**Run 1: wiring heat map**

Bar = 50 µm. 26 x 26 tiles, from dark purple (low) to yellow (high), scaled to the fullest tile. Values are wire area over tile area, all layers added.
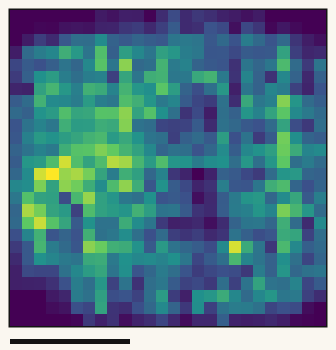
**Run 1: cell sizes after repair**

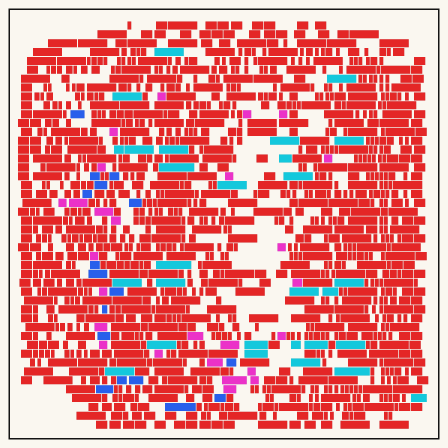
**Run 1: nets reached from selected ports**

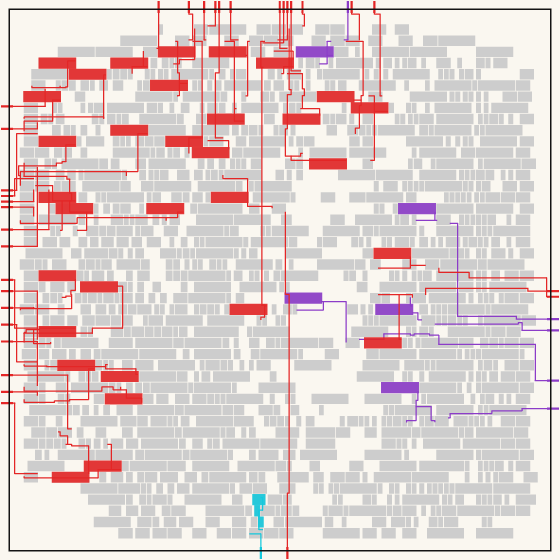
==> config.mk <==
export PLATFORM = sky130hd
export DESIGN_NAME = decode_stage_flat
export DESIGN_NICKNAME = d
export VERILOG_FILES = /design/src/rtl/decode_stage_if.sv /design/src/rtl/decode_stage.sv /design/src/flat_wrapper.sv
export SDC_FILE = /design/constraint.sdc
export NUM_CORES = 1
export LEC_CHECK = 0
export CORE_MARGIN = 2
export CORE_UTILIZATION = 57
export DETAILED_ROUTE_END_ITERATION = 10
export PLACE_DENSITY = 0.9
export SYNTH_ARGS = -nofsm -noshare
export SYNTH_HDL_FRONTEND = slang
export SYNTH_SLANG_ARGS = --single-unit
==> constraint.sdc <==
create_clock -name clk -period 3.7 [get_ports clk]
set_input_delay 0.555 -clock clk [delete_from_list [all_inputs] [get_ports clk]]
set_output_delay 0.555 -clock clk [all_outputs]
set_load 0.01 [all_outputs]
==> impl.org, run 1 <==
* Flow results

** Setup path
- Signal arrival time at the worst endpoint :: 2840 ps
- The timing report lists the critical path depth as 6 cells.
- The cell sequence reported for the critical path is clkdlybuf4s50_1 -> and4b_1 -> a41oi_1 -> a221o_1 -> or2_1 -> mux2_2.

** CTS
- Setup repair bufs after CTS :: 0
- The CTS log lists the clock sinks for this run as 200.
- Cts-stage hold buffer count :: 0

** Pwr
- Switch share :: between 30% and 40%
- The power report puts the net switching power at ~2.3 mW.
- Sequential logic power :: 3.34 mW

** Place
- HPWL after DPL :: around 16000 µm

** Floorplan
- The initial utilization of the core area, before any placement, comes to 58.3%.
- The flow inserted ~220 tap cells.
- Area of the core region :: roughly 0.016 mm²

** Final timing
- For the pin with the worst max-slew slack, the measured transition is around 1100 ps.
- For the final database, setup skew stands at 7.80 ps.

** Yosys
- Post-synthesis area per instance :: 8.80 µm²
- The synthesis report lists the Yosys warning total as 0.
- Synth Area in Adders :: 0.136%
- Post-synthesis cell area :: 0.00923 mm²
- Counting every net in the synthesized netlist gives 1118.
- Main area contributors :: sky130_fd_sc_hd__dfrtp_1 (54%), sky130_fd_sc_hd__nand2_1 (13%), sky130_fd_sc_hd__a31oi_1 (4.7%), sky130_fd_sc_hd__nor2_1 (3.7%), sky130_fd_sc_hd__buf_2 (2.1%)
- Yosys mapped a number of flops with a built-in enable equal to 0.
- The most common cell in the synthesized netlist is sky130_fd_sc_hd__nand2_1.
- In the synthesis report, Yosys lists the chip area as 0.00923 mm².
- Post-synth the commonest register cell is sky130_fd_sc_hd__dfrtp_1.

** Final layout
- By instance count after routing, the leading logic cell type is sky130_fd_sc_hd__nand2_1.
- Per the layout area report, the combinational gate area comes to 0.00387 mm².
- Number of signal-net inverters in the final layout :: 3
- In the final layout, the share of cells above drive strength 1 is 6.00%.
- Clock tree buffers and inverters occupy under 10% of the routed design's cell area.

** Flow run
- Maximum Capacitance Violations :: 0

** GRT
- Number of global-route vias before repair :: 7810
- Aggregate global-route resource usage :: about 28%
- met3 track demand over resource after global routing is 6.17%.
- Grt peak-use layer :: met2

** Status
- Status :: complete, no violations

** Route
- Met3 WL post-DR :: 2080 µm
- The detailed router used layers up to and including met4.
- In the per-layer breakdown of the detailed-route log, met1 shows 10100 µm.
## Picture notes: 'wiring heat map'
densest ninth of the die	west
fullest tile	0.64
mean over tiles	0.23
tiles over half the peak	26%
nearly empty tiles	5.5%
detailed-route wire length: 24400 µm
vias after detailed routing: 8212

## Picture notes: 'cell sizes after repair'
size	color	cells	share	most used
drive 1 or less	red	1113	94%	nand2_1
drive 2	blue	17	1.4%	a21oi_2
drive 3 to 4	magenta	26	2.2%	buf_4
drive 6 and up	cyan	28	2.4%	clkbuf_16
layout-stage area growth over the synthesis result: 26.1%
nonclk buf count: 186
final std cell area, no fill: 0.0116 mm²
PnR worst setup slack: 1170 ps

## Picture notes: 'nets reached from selected ports'
port	color	bits	direction	end cells	buffers	wire
`bus_imm`	red	32	output	32	32	1380 µm
`bus_rs2`	purple	5	output	5	5	237 µm
`bus_in_valid`	cyan	1	input	3	1	16.4 µm
count of pins on the block boundary: 174
count of input and output buffers: 172

**Run 1: placement by cell class**

Bar = 50 µm.
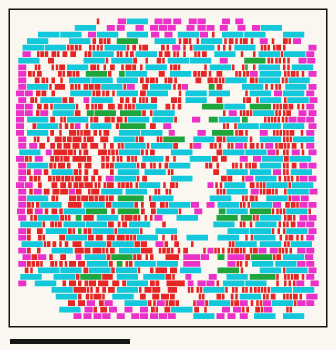

--- run 2 (diff from run 1) ---
--- a/config.mk
+++ b/config.mk
@@ -6,9 +6,9 @@
 export NUM_CORES = 1
 export LEC_CHECK = 0
 export CORE_MARGIN = 2
-export CORE_UTILIZATION = 57
+export CORE_UTILIZATION = 52
 export DETAILED_ROUTE_END_ITERATION = 10
-export PLACE_DENSITY = 0.9
+export PLACE_DENSITY = 0.84
 export SYNTH_ARGS = -nofsm -noshare
 export SYNTH_HDL_FRONTEND = slang
 export SYNTH_SLANG_ARGS = --single-unit
==> constraint.sdc (replaced) <==
create_clock -name clk -period 2.5 [get_ports clk]
set_input_delay 0.375 -clock clk [delete_from_list [all_inputs] [get_ports clk]]
set_output_delay 0.375 -clock clk [all_outputs]
set_load 0.01 [all_outputs]
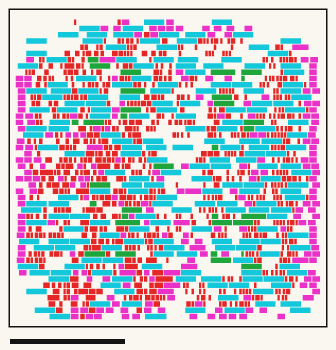
**Above:** run 2 (placement by cell class).
Bar = 50 µm.
class	color	cells	share of their area
flops	cyan	200	43%
all other logic	red	766	33%
other buffers and delay cells	magenta	219	19%
clock drivers and dummy loads	green	32	5.5%
sequential fraction of total cell area: 41.6%
area of the core region: 0.0173 mm²
core occupancy in the finished layout: 69.6%
number of placement rows: 48

==> run 2 against run 1 <==
Effect of this change: first-iteration DRC count is 22% lower; sequential share of layout area is 1.4 points lower; cell area is 3.5% higher; critical path type unchanged; largest cell class unchanged; largest power group unchanged.
==> impl.org, run 2 <==
* Flow results

** Status
- Status :: complete, no violations

** Setup path
- Crit. path cell count :: 6
- According to the timing report, the arrival time at the worst endpoint equals 2470 ps.
- The cell sequence reported for the critical path is clkdlybuf4s50_1 -> buf_4 -> nand4b_1 -> a21oi_2 -> nand2_1 -> a31oi_1.

** Final layout
- Logic cell area :: just under 0.004 mm²
- Final std cell area, no fill :: between 0.01 and 0.015 mm²
- Leaving out the clock tree, the finished layout contains a buffer count of 219.
- Layout-stage area growth over the synthesis result :: 30.5%
- Share of layout cells above drive strength 1 :: 8.46%

** Final timing
- PnR worst setup slack :: about 370 ps
- The transition time recorded at the tightest slew-check pin is ~800 ps.

** Route
- Wires add up to 24600 µm.
- The routed wirelength on the met1 layer is recorded as 10400 µm.
- Summed over all nets, wire length on met3 after detailed routing comes to 2120 µm.
- Detailed routing inserted a total of roughly 8000 vias.

** GRT
- Number of global-route vias before repair :: 7625

** Pwr
- The analysis attributes to net switching a power of around 3.4 mW.
- Net switching is 30.8% of the power.

** Yosys
- After Yosys synthesis, full adders, half adders and majority gates account for less than 1% of the synthesized area.
- Number of synthesized flops with an enable pin :: 0
- Post-synthesis area per instance :: 8.80 µm²
- In the post-synthesis netlist, the cell with the most instances is sky130_fd_sc_hd__nand2_1.

** Place
- HPWL after DPL :: 16600 µm
- Port buffering added 172 buffers.

** CTS
- Buffers inserted to repair hold after CTS numbered 1.
- The tree built by TritonCTS fans out to 200 sinks.
- The number of setup buffers added after CTS is 0.

** Floorplan
- Tap Cells :: about 230

** Flow run
- The number of maximum-capacitance violations recorded for the run is 0.
Power is estimated from default activity; no workload was simulated.
